`src/rtl/if_pkg.sv`:
```
// ----------------------------------------------------------------------------
// if_pkg
// Shared types and constants for the instruction-fetch prefetch stage.
//   fetch_entry_t   : one prefetch-queue entry {pc_plus, instr}
//   DEFAULT_PC_STEP : default PC increment per fetched instruction
//   occ_width()     : bits needed to hold an occupancy of 0..depth
// ----------------------------------------------------------------------------
package if_pkg;

  localparam int PKG_BIT_NUMBER  = 32;
  localparam int DEFAULT_PC_STEP = 4;

  typedef struct packed {
    logic [PKG_BIT_NUMBER-1:0] pc_plus;
    logic [PKG_BIT_NUMBER-1:0] instr;
  } fetch_entry_t;

  // Occupancy runs 0..depth inclusive, hence depth+1 codes.
  function automatic int occ_width(input int depth);
    return $clog2(depth + 1);
  endfunction

endpackage

```
`src/rtl/if_prefetch_stage_fifo.sv`:
```
// ----------------------------------------------------------------------------
// prefetch_fifo
// Synchronous FIFO of prefetch entries (first-word fall-through head).
// Ports:
//   clk, rst    : clock, synchronous active-high reset
//   flush       : drop all entries; beats push and pop in the same cycle
//   push, din   : write an entry at the tail
//   pop         : retire the head entry
//   dout        : current head entry (undefined content when empty)
//   full, empty : occupancy flags
//   count       : occupancy 0..DEPTH
// Parameters: DEPTH (>= 2), entry_t (entry type, defaults to fetch_entry_t)
// ----------------------------------------------------------------------------
module prefetch_fifo
  import if_pkg::*;
#(
  parameter int  DEPTH   = 4,
  parameter type entry_t = fetch_entry_t,
  localparam int CW      = occ_width(DEPTH),
  localparam int PW      = (DEPTH > 1) ? $clog2(DEPTH) : 1
) (
  input  logic          clk,
  input  logic          rst,
  input  logic          flush,
  input  logic          push,
  input  entry_t        din,
  input  logic          pop,
  output entry_t        dout,
  output logic          full,
  output logic          empty,
  output logic [CW-1:0] count
);

  entry_t        mem [DEPTH];
  logic [PW-1:0] rd_ptr;
  logic [PW-1:0] wr_ptr;
  logic [CW-1:0] cnt;

  // Pointers wrap at DEPTH, which need not be a power of two.
  function automatic logic [PW-1:0] ptr_inc(input logic [PW-1:0] p);
    if (p == PW'(DEPTH - 1)) return '0;
    return p + PW'(1);
  endfunction

  always_ff @(posedge clk) begin
    if (rst || flush) begin
      rd_ptr <= '0;
      wr_ptr <= '0;
      cnt    <= '0;
    end else begin
      if (push) wr_ptr <= ptr_inc(wr_ptr);
      if (pop)  rd_ptr <= ptr_inc(rd_ptr);
      if (push && !pop)      cnt <= cnt + CW'(1);
      else if (pop && !push) cnt <= cnt - CW'(1);
    end
  end

  // Storage carries no reset; only the pointers define what is live.
  always_ff @(posedge clk) begin
    if (!rst && !flush && push) mem[wr_ptr] <= din;
  end

  assign dout  = mem[rd_ptr];
  assign count = cnt;
  assign full  = (cnt == CW'(DEPTH));
  assign empty = (cnt == '0);

  a_no_pop_empty: assert property (@(posedge clk) disable iff (rst || flush)
                                   !(pop && empty));

endmodule

```
`src/rtl/if_prefetch_stage.sv`:
```
// ----------------------------------------------------------------------------
// if_prefetch_stage
// Fetch stage with a prefetch queue. Holds fetch_pc, issues one read per
// cycle to a 1-cycle-latency instruction memory, and buffers returned words
// in a FIFO_DEPTH-entry queue so ID-stage freezes do not stall fetch.
//
// Ports:
//   clk, rst        : clock, synchronous active-high reset
//   freeze          : downstream stall, head entry is held
//   branch_taken    : redirect; flushes queue and in-flight read
//   branch_address  : redirect target
//   imem_req/addr   : read request and address (addr = fetch_pc)
//   imem_data       : read data, valid the cycle after imem_req
//   pc, instruction : head entry (PC+PC_STEP, word); 0 when empty
//   valid           : queue non-empty
//   perf_fetched/perf_flushed/perf_stall : saturating 32-bit counters,
//                     present only when IF_PERF_COUNTERS_EN is defined
//
// Downstream handshake: an entry is offered while valid=1 and is consumed at
// the clock edge ending a cycle with valid=1, freeze=0 and branch_taken=0;
// while not consumed, pc/instruction stay stable.
//
// Parameters: BIT_NUMBER, FIFO_DEPTH (2..16), PC_STEP, RESET_PC.
// Optional feature macro: IF_PERF_COUNTERS_EN.
// ----------------------------------------------------------------------------
module if_prefetch_stage
  import if_pkg::*;
#(
  parameter int                    BIT_NUMBER = 32,
  parameter int                    FIFO_DEPTH = 4,
  parameter int                    PC_STEP    = DEFAULT_PC_STEP,
  parameter logic [BIT_NUMBER-1:0] RESET_PC   = '0
) (
  input  logic                  clk,
  input  logic                  rst,
  input  logic                  freeze,
  input  logic                  branch_taken,
  input  logic [BIT_NUMBER-1:0] branch_address,
  output logic                  imem_req,
  output logic [BIT_NUMBER-1:0] imem_addr,
  input  logic [BIT_NUMBER-1:0] imem_data,
  output logic [BIT_NUMBER-1:0] pc,
  output logic [BIT_NUMBER-1:0] instruction,
  output logic                  valid
`ifdef IF_PERF_COUNTERS_EN
  ,
  output logic [31:0]           perf_fetched,
  output logic [31:0]           perf_flushed,
  output logic [31:0]           perf_stall
`endif
);

  localparam int CW = occ_width(FIFO_DEPTH);

  // Same layout as fetch_entry_t, sized by BIT_NUMBER.
  typedef struct packed {
    logic [BIT_NUMBER-1:0] pc_plus;
    logic [BIT_NUMBER-1:0] instr;
  } entry_t;

  logic [BIT_NUMBER-1:0] fetch_pc;
  logic                  inflight;
  logic                  pop;
  logic                  push;
  logic                  full;
  logic                  empty;
  logic [CW-1:0]         count;
  entry_t                push_entry;
  entry_t                head;
  int                    demand;

  assign pop = valid & ~freeze & ~branch_taken;

  // Reserve a slot for every word already requested; a same-cycle pop frees
  // one, which is what sustains 1 instruction/cycle at any depth.
  assign demand   = int'(count) + int'(inflight) - int'(pop);
  assign imem_req = ~rst & ~branch_taken & (demand < FIFO_DEPTH);
  assign imem_addr = fetch_pc;

  always_ff @(posedge clk) begin
    if (rst) begin
      fetch_pc <= RESET_PC;
      inflight <= 1'b0;
    end else if (branch_taken) begin
      fetch_pc <= branch_address;
      inflight <= 1'b0;
    end else begin
      inflight <= imem_req;
      if (imem_req) fetch_pc <= fetch_pc + BIT_NUMBER'(PC_STEP);
    end
  end

  // fetch_pc was advanced when the in-flight read issued and cannot have
  // changed since except by a branch (which kills the push), so it already
  // equals that read's address + PC_STEP.
  assign push               = inflight & ~branch_taken;
  assign push_entry.pc_plus = fetch_pc;
  assign push_entry.instr   = imem_data;

  prefetch_fifo #(
    .DEPTH   (FIFO_DEPTH),
    .entry_t (entry_t)
  ) u_fifo (
    .clk   (clk),
    .rst   (rst),
    .flush (branch_taken),
    .push  (push),
    .din   (push_entry),
    .pop   (pop),
    .dout  (head),
    .full  (full),
    .empty (empty),
    .count (count)
  );

  assign valid       = ~empty;
  assign pc          = valid ? head.pc_plus : '0;
  assign instruction = valid ? head.instr   : '0;

  a_no_overflow: assert property (@(posedge clk) disable iff (rst || branch_taken)
                                  !(push && full && !pop));

`ifdef IF_PERF_COUNTERS_EN
  logic [32:0] flushed_sum;

  // A branch discards everything queued plus the read still in flight.
  assign flushed_sum = {1'b0, perf_flushed} + 33'(count) + 33'(inflight);

  always_ff @(posedge clk) begin
    if (rst) begin
      perf_fetched <= '0;
      perf_flushed <= '0;
      perf_stall   <= '0;
    end else begin
      if (pop && (perf_fetched != '1))
        perf_fetched <= perf_fetched + 32'd1;
      if (branch_taken)
        perf_flushed <= flushed_sum[32] ? '1 : flushed_sum[31:0];
      if (freeze && valid && (perf_stall != '1))
        perf_stall <= perf_stall + 32'd1;
    end
  end
`endif

endmodule

```
`config.mk`:
```
export PLATFORM = sky130hd
export DESIGN_NAME = if_prefetch_stage
export DESIGN_NICKNAME = d
export VERILOG_FILES = /design/src/rtl/if_pkg.sv /design/src/rtl/if_prefetch_stage_fifo.sv /design/src/rtl/if_prefetch_stage.sv
export SDC_FILE = /design/constraint.sdc
export NUM_CORES = 1
export LEC_CHECK = 0
export ABC_AREA = 1
export CORE_MARGIN = 5
export CORE_UTILIZATION = 56
export CTS_CLUSTER_DIAMETER = 200
export DETAILED_ROUTE_END_ITERATION = 16
export PLACE_DENSITY = 0.8
export SLEW_MARGIN = 30
export SYNTH_ARGS = -nofsm -noshare
export SYNTH_HDL_FRONTEND = slang
export SYNTH_HIERARCHICAL = 1
export SYNTH_SLANG_ARGS = --single-unit
```
`constraint.sdc`:
```
create_clock -name clk -period 6.03 [get_ports clk]
set_clock_uncertainty 0.1 [all_clocks]
set_input_delay 1.206 -clock clk [delete_from_list [all_inputs] [get_ports clk]]
set_output_delay 1.206 -clock clk [all_outputs]
set_load 0.02 [all_outputs]
```
==> reports/metrics.yaml, run 1 <==
status: "finished, final reports clean"
initialDrtViolationCount: 891
ir_drop_uv: 199.7
final_nets: 1544
top_layer: "met4"
worstSkewPairLatency_ns: 0.53
cts_tree: "done"
largest_register_ffs: 256
leakagePower_nw: 5.927
register_area_um2: 8533
clock_net_power_mw: 1.75
cp-startpoint: "branch_taken"
critPathSlowestCell: "clkdlybuf4s50_1"
comb_share_pct: 23.73
grt_pass1_vias: 9402
maxSlewViolCount: 0
grt_max_degree: 68
syn_area_um2: 13210
clockBufferCount: 44
num_vias: 9667
r2r_setup_slack_ns: 3.02
max_freq_mhz: 193.5
path_cells: "clkdlybuf4s50_1, nor3_1, ha_1, inv_1, ha_1, nand3_1, nand2_1, nand2_1, nand3_4, nand2_4, nand2_4, inv_1, clkdlybuf4s50_1"
intPower_mw: 3.471
combGateArea_um2: 3792
firstDrtPassIters: 5
hold-worst-slack_ns: 0.3970
rsz0062_at_grt: "false"
worstSetupEndpointType: "output port"
buffers_excl_clock: 179
layout_top_cells: "nor2_1, edfxtp_1, nand2_1, clkdlybuf4s50_1, inv_1"
buf_share_pct: 11.19
grt_pass1_wl_um: 48540
pwr-share-seq_pct: 51.9
htreeDepth: 1
hpwl_um: 18620
antenna_found_initial: 0
dr_wl_met2_um: 15050
placed_cell_area_um2: 15010
p_comb_share_pct: 9.3
tightest_slew_ns: 0.8637
clkTransAtPathRegs_ns: 0.06
min_path_cells: 2
cts.sinks: 298
worstSetupPathDepth: 13
worstPathRequired_ns: 4.72
pwr-share-clk_pct: 38.8
grtUsageMet2_pct: 39.23
cp.arrival_ns: 3.86
worst_slew_margin_rel_pct: 42.42
chipHeight_um: 163.6
hold_buffers: 0
largest_cell_class: "sequential cells"
swShare_pct: 23.08
max_stage_delay_ns: 0.65
grt_usage_pct: 22.82
power_leader: "registers"
pwr_density_cell_nw_per_um2: 282.3
cp-start-kind: "input port"
wl_per_cell_um: 17.02
path_max_fanout: 6
avgSynthCellArea_um2: 10.04
timing.rr.end: "imem_addr[3]"
post-route-period-util_pct: 85.70
place_ws_ns: 0.8869
cp-endpoint: "imem_req"
clockBufferDepth: 3
cap_violations: 0
p_comb_mw: 0.419
syn_nets: 1397
critPathKind: "input port to output port"
hold_violations: 0
gp_congestion: 0.9285
cts_buffers: 30
logic_gate_count: 812
use_met3_pct: 3.936
routed_wl_um: 30740
nonClockInverterCount: 142
clk_share_pct: 5.840
setup_slack_ns: 0.8625
r2r_cells: 16
setup_violations: 0
drc: 0
regMostFlops: "u_fifo/mem"
grt_overflow_total: 0
synth_cells: 1316
wl_met3_um: 2373
critPathBufInv: 4
worstHoldPathType: "register to register"
synth_warnings: 6
num_antenna_cells: 0
grt_use_met1_pct: 30.54
dieArea_um2: 26760
p_total_mw: 4.512
area_growth_pct: 20.99
detail-route-antenna-nets: 0
taps: 319
tool_warnings: 31
ctsResizeCount: 0
cp_top_family: "buffers and inverters"
r2r_start: "u_fifo/count[1]"
worstHoldStart: "u_fifo/rd_ptr[1]"
dieWidth_um: 163.6
stdcell_count: 1806
final.setup.tns_ns: 0
fin_crit_ns: 5.168
postCtsSetupBuffers: 0
viasPerCell: 5.353
final_layout_top_logic_cell: "nor2_1"
switching_power_mw: 1.041
seq_cell_power_mw: 2.34
drive_gt1_share_pct: 6.052
cts_root_buf: "clkbuf_16"
fp_util_pct: 56.61
met1_length_um: 12780
grt_most_used_layer: "met2"
dp_cells: 1749
Figure 1. Cells colored by class (run 1).
Fill, decap, tap and diode cells in gray.
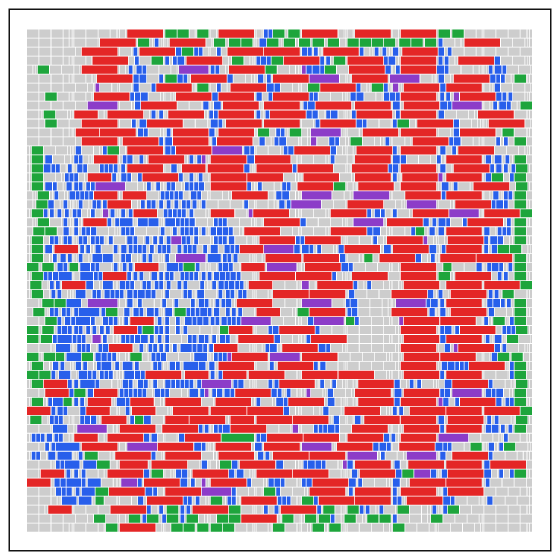
Key: blue = remaining logic cells [cells 954]; purple = clock drivers and dummy loads [cells 56]; red = registers [cells 298]; green = remaining buffers and delay cells [cells 179]
Core Util, Final: 68.50%
Design Area, Final: 15980 um^2
core footprint: 23330 um^2

Figure 2. Nets reached from selected ports (run 1).
Bar = 50 um.
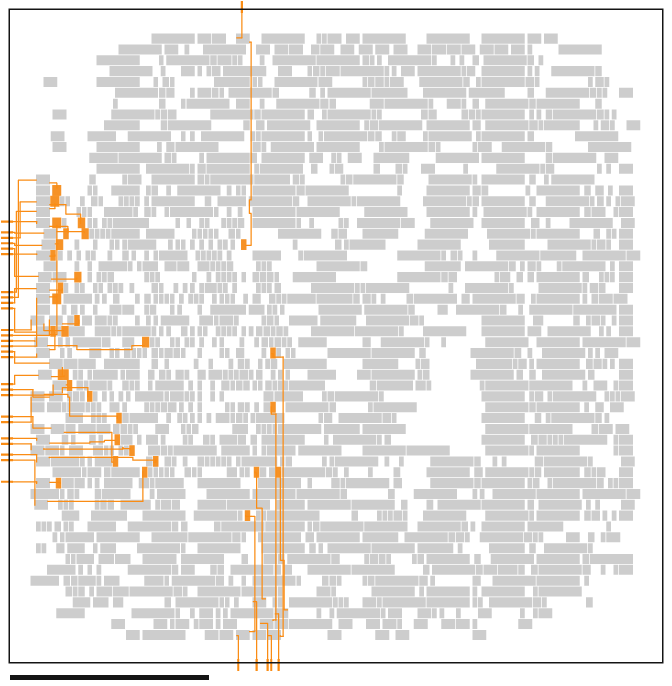
Key: orange = `branch_address` [bits 32, direction input, edge 26 west, 5 south, 1 north, end cells 32, buffers 32, wire 943 um]
PortBufs: 165
I/O pin count: 166

Figure 3. Placed standard cells (run 1).
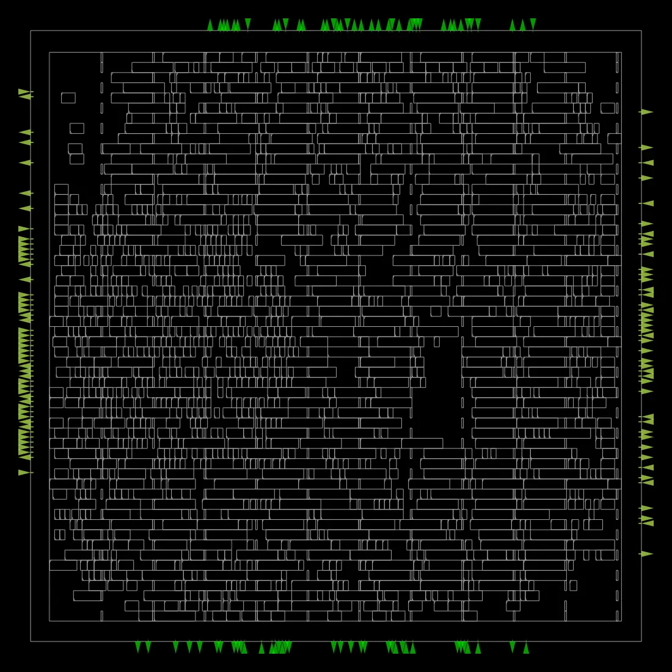
# fillers: 1785
sequential cell area share: 53.39%
Core Rows: 56
Flop Count: 298

==> run 2: changes to the inputs <==
--- a/config.mk
+++ b/config.mk
@@ -16,3 +16,4 @@
 export SYNTH_HDL_FRONTEND = slang
 export SYNTH_HIERARCHICAL = 1
 export SYNTH_SLANG_ARGS = --single-unit
+export TNS_END_PERCENT = 5
Figure 4. Placed standard cells (run 2).
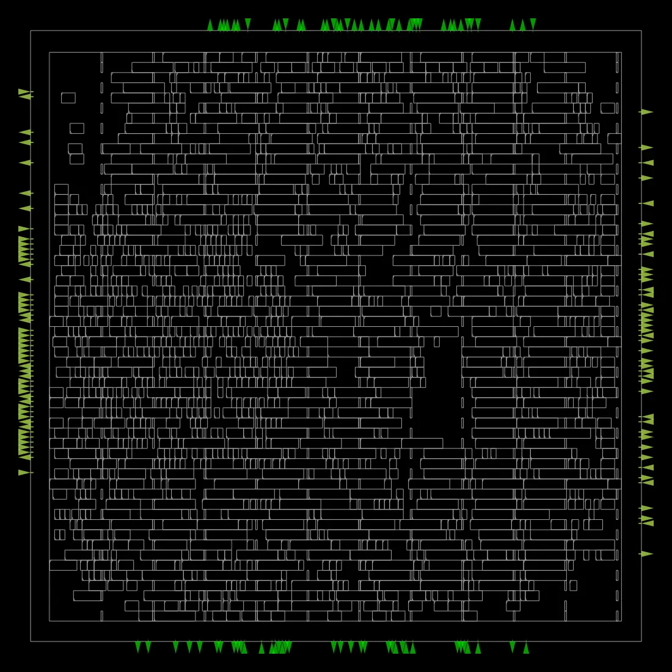
well tap count: 319
Cell Count, Final, Fillers Out: 1806

Figure 5. Nets reached from selected ports (run 2).
Bar = 50 um.
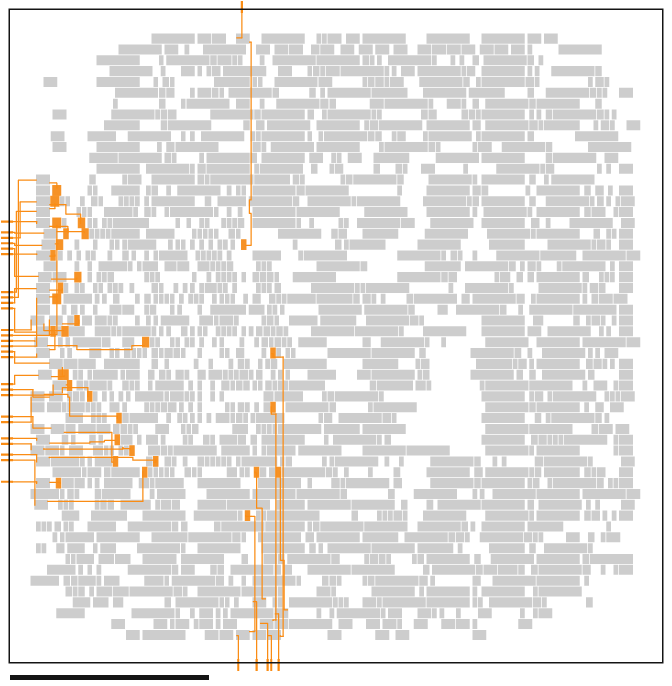
Key: orange = `branch_address` [bits 32, direction input, edge 26 west, 5 south, 1 north, end cells 32, buffers 32, wire 943 um]

==> run 2 against run 1 <==
  * Design area did not move
  * Combinational power barely moved
  * Critical path depth did not move
  * Die size did not move
  * Flip-flop count did not move
  * Non-clock buffer count did not move
  * Clock-buffer cell count did not move
  * Register-to-register slack barely moved
  * Critical endpoint unchanged
  * Largest power group unchanged
==> reports/metrics.yaml, run 2 <==
grt_use_met1_pct: 30.54
worstPathRequired_ns: 4.72
cts_tree: "done"
cp-startpoint: "branch_taken"
viasPerCell: 5.353
io_buffer_count: 165
initialDrtViolationCount: 891
pwr-share-seq_pct: 51.9
setup_slack_ns: 0.8625
fin_crit_ns: 5.168
worstSkewPairLatency_ns: 0.53
area_growth_pct: 20.99
drive_gt1_share_pct: 6.052
hold-worst-slack_ns: 0.3970
p_comb_mw: 0.419
tightest_slew_ns: 0.8637
core_um2: 23330
timing.rr.end: "imem_addr[3]"
chipHeight_um: 163.6
top_layer: "met4"
drc: 0
comb_share_pct: 23.73
use_met3_pct: 3.936
r2r_setup_slack_ns: 3.02
grt_most_used_layer: "met2"
antenna_found_initial: 0
status: "finished, final reports clean"
critPathSlowestCell: "clkdlybuf4s50_1"
buf_share_pct: 11.19
row_count: 56
hpwl_um: 18620
maxSlewViolCount: 0
stdcell_area_um2: 15980
dieArea_um2: 26760
gp_congestion: 0.9285
syn_nets: 1397
layout_top_cells: "nor2_1, edfxtp_1, nand2_1, clkdlybuf4s50_1, inv_1"
grtUsageMet2_pct: 39.23
fp_util_pct: 56.61
cts.sinks: 298
placed_cell_area_um2: 15010
num_antenna_cells: 0
setup_violations: 0
swShare_pct: 23.08
min_path_cells: 2
clock_net_power_mw: 1.75
cp.arrival_ns: 3.86
worstHoldStart: "u_fifo/rd_ptr[1]"
htreeDepth: 1
cts_root_buf: "clkbuf_16"
largest_cell_class: "sequential cells"
met1_length_um: 12780
place_ws_ns: 0.8869
cp-endpoint: "imem_req"
postCtsSetupBuffers: 0
tool_warnings: 31
wl_met3_um: 2373
cp_top_family: "buffers and inverters"
syn_area_um2: 13210
grt_overflow_total: 0
cap_violations: 0
post-route-period-util_pct: 85.70
intPower_mw: 3.471
p_comb_share_pct: 9.3
combGateArea_um2: 3792
worstSetupPathDepth: 13
dp_cells: 1749
ir_drop_uv: 199.7
wl_per_cell_um: 17.02
seq_cells: 298
routed_wl_um: 30740
==> run 3: changes to the inputs <==
--- a/config.mk
+++ b/config.mk
@@ -6,7 +6,7 @@
 export NUM_CORES = 1
 export LEC_CHECK = 0
 export ABC_AREA = 1
-export CORE_MARGIN = 5
+export CORE_MARGIN = 8
 export CORE_UTILIZATION = 56
 export CTS_CLUSTER_DIAMETER = 200
 export DETAILED_ROUTE_END_ITERATION = 16
Figure 6. Cells colored by class (run 3).
Fill, decap, tap and diode cells in gray.
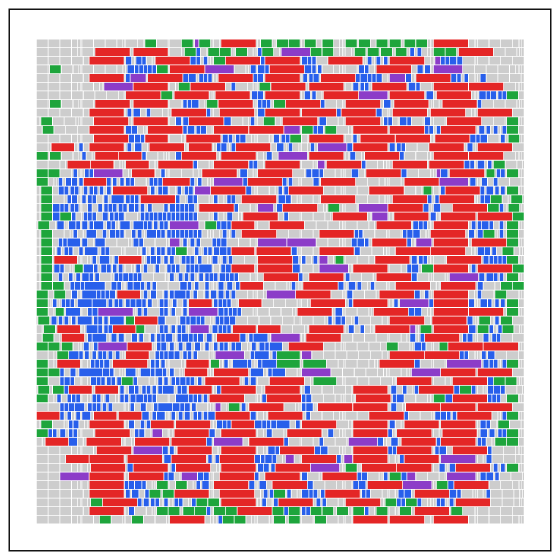
Key: purple = clock drivers and dummy loads [cells 56]; red = registers [cells 298]; blue = remaining logic cells [cells 954]; green = remaining buffers and delay cells [cells 178]

Figure 7. Placed standard cells (run 3).
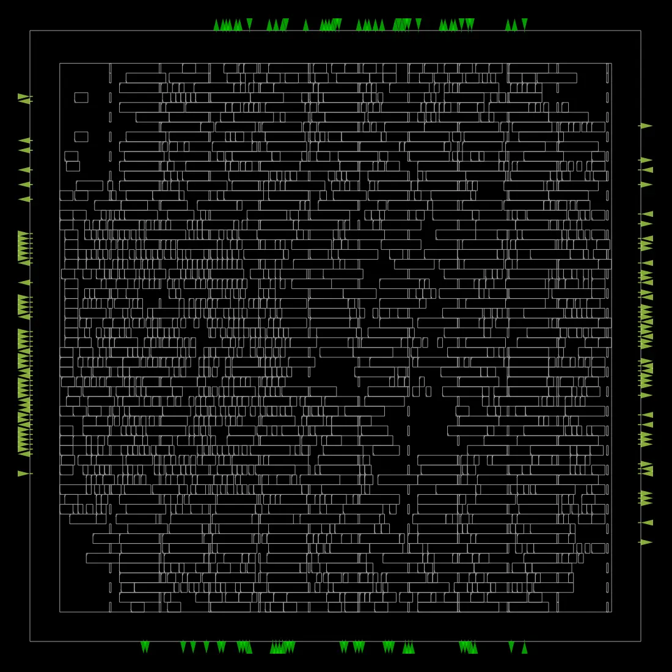
sequential cell area share: 52.88%
# fillers: 1745

==> run 3 against run 2 <==
  * Sequential share of layout area down 0.51 points
  * Critical path depth is the same
  * Routed wire length grew 3.5%
  * Sequential power is essentially flat
  * Combinational power up 1%
  * Via count is 1.5% higher
  * Clock-buffer cell count is 3 lower
  * Global-route usage fell by 1.1 points
  * Non-clock buffer count down 1
  * Design area is 0.97% higher
==> reports/metrics.yaml, run 3 <==
cts_root_buf: "clkbuf_16"
maxSlewViolCount: 0
grt_use_met1_pct: 27.59
worstSkewPairLatency_ns: 0.55
seq_cells: 298
area_growth_pct: 22.17
largest_register_ffs: 256
initialDrtViolationCount: 930
p_total_mw: 4.710
pwr-share-seq_pct: 49.8
logic_gate_count: 812
rsz0062_at_grt: "false"
final_layout_top_logic_cell: "nor2_1"
p_comb_mw: 0.423
cts.sinks: 298
path_cells: "clkdlybuf4s50_1, nor3_1, ha_1, inv_1, ha_1, nand3_1, nand2_1, nand2_1, nand3_4, nand2_4, nand2_4, inv_1, clkdlybuf4s50_1"
seq_cell_power_mw: 2.34
taps: 319
avgSynthCellArea_um2: 10.04
critPathSlowestCell: "clkdlybuf4s50_1"
setup_violations: 0
post-route-period-util_pct: 85.25
worst_slew_margin_rel_pct: 42.07
grt_usage_pct: 21.76
pwr_density_cell_nw_per_um2: 291.9
max_stage_delay_ns: 0.64
pwr-share-clk_pct: 41.3
detail-route-antenna-nets: 0
status: "finished, final reports clean"
hpwl_um: 19790
critPathBufInv: 4
dr_wl_met2_um: 15470
num_vias: 9815
r2r_cells: 16
grtUsageMet2_pct: 36.76
htreeDepth: 1
viasPerCell: 5.438
grt_max_degree: 86
stdcell_count: 1805
largest_cell_class: "sequential cells"
cts_buffers: 30
critPathKind: "input port to output port"
firstDrtPassIters: 5
leakagePower_nw: 5.988
core_um2: 23330
clk_share_pct: 6.676
use_met3_pct: 4.652
tightest_slew_ns: 0.8669
buf_share_pct: 11.15
cp-startpoint: "branch_taken"
fp_util_pct: 56.61
final_nets: 1543
wl_per_cell_um: 17.63
cap_violations: 0
register_area_um2: 8533
postCtsSetupBuffers: 0
grt_pass1_vias: 9602
synth_cells: 1316
hold-worst-slack_ns: 0.4400
chipHeight_um: 169.6
worstHoldStart: "u_fifo/rd_ptr[1]"
io-pin-count: 166
placed_cell_area_um2: 15060
dp_cells: 1749
synth_warnings: 6
intPower_mw: 3.630
cp-start-kind: "input port"
worstPathRequired_ns: 4.72
power_leader: "registers"
setup_slack_ns: 0.8896
ctsResizeCount: 0
io_buffer_count: 165
grt_most_used_layer: "met2"

==> gallery <==
Routed metal per tile.
(a)
The die is cut into 34 by 34 equal tiles; dark blue is low, red is high, scaled to the fullest tile. Values are wire area over tile area, all layers added.
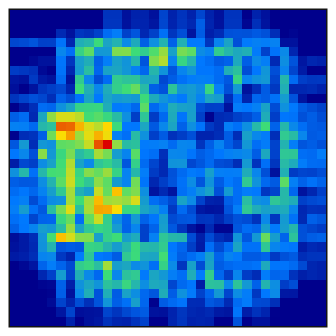
(b)
The die is cut into 33 by 33 equal tiles; dark blue is low, red is high, scaled to the fullest tile. Values are wire area over tile area, all layers added.
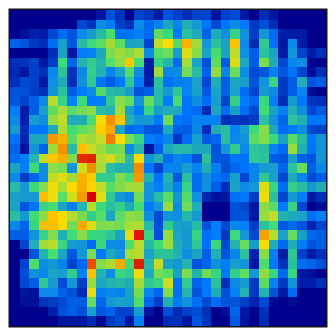
(a) -> run 3
(b) -> run 2

Key to (a):
The mean over all tiles is 0.18. The fullest tile reaches 0.77. 11% of the tiles are nearly empty.

Power and IR drop assume default switching activity.
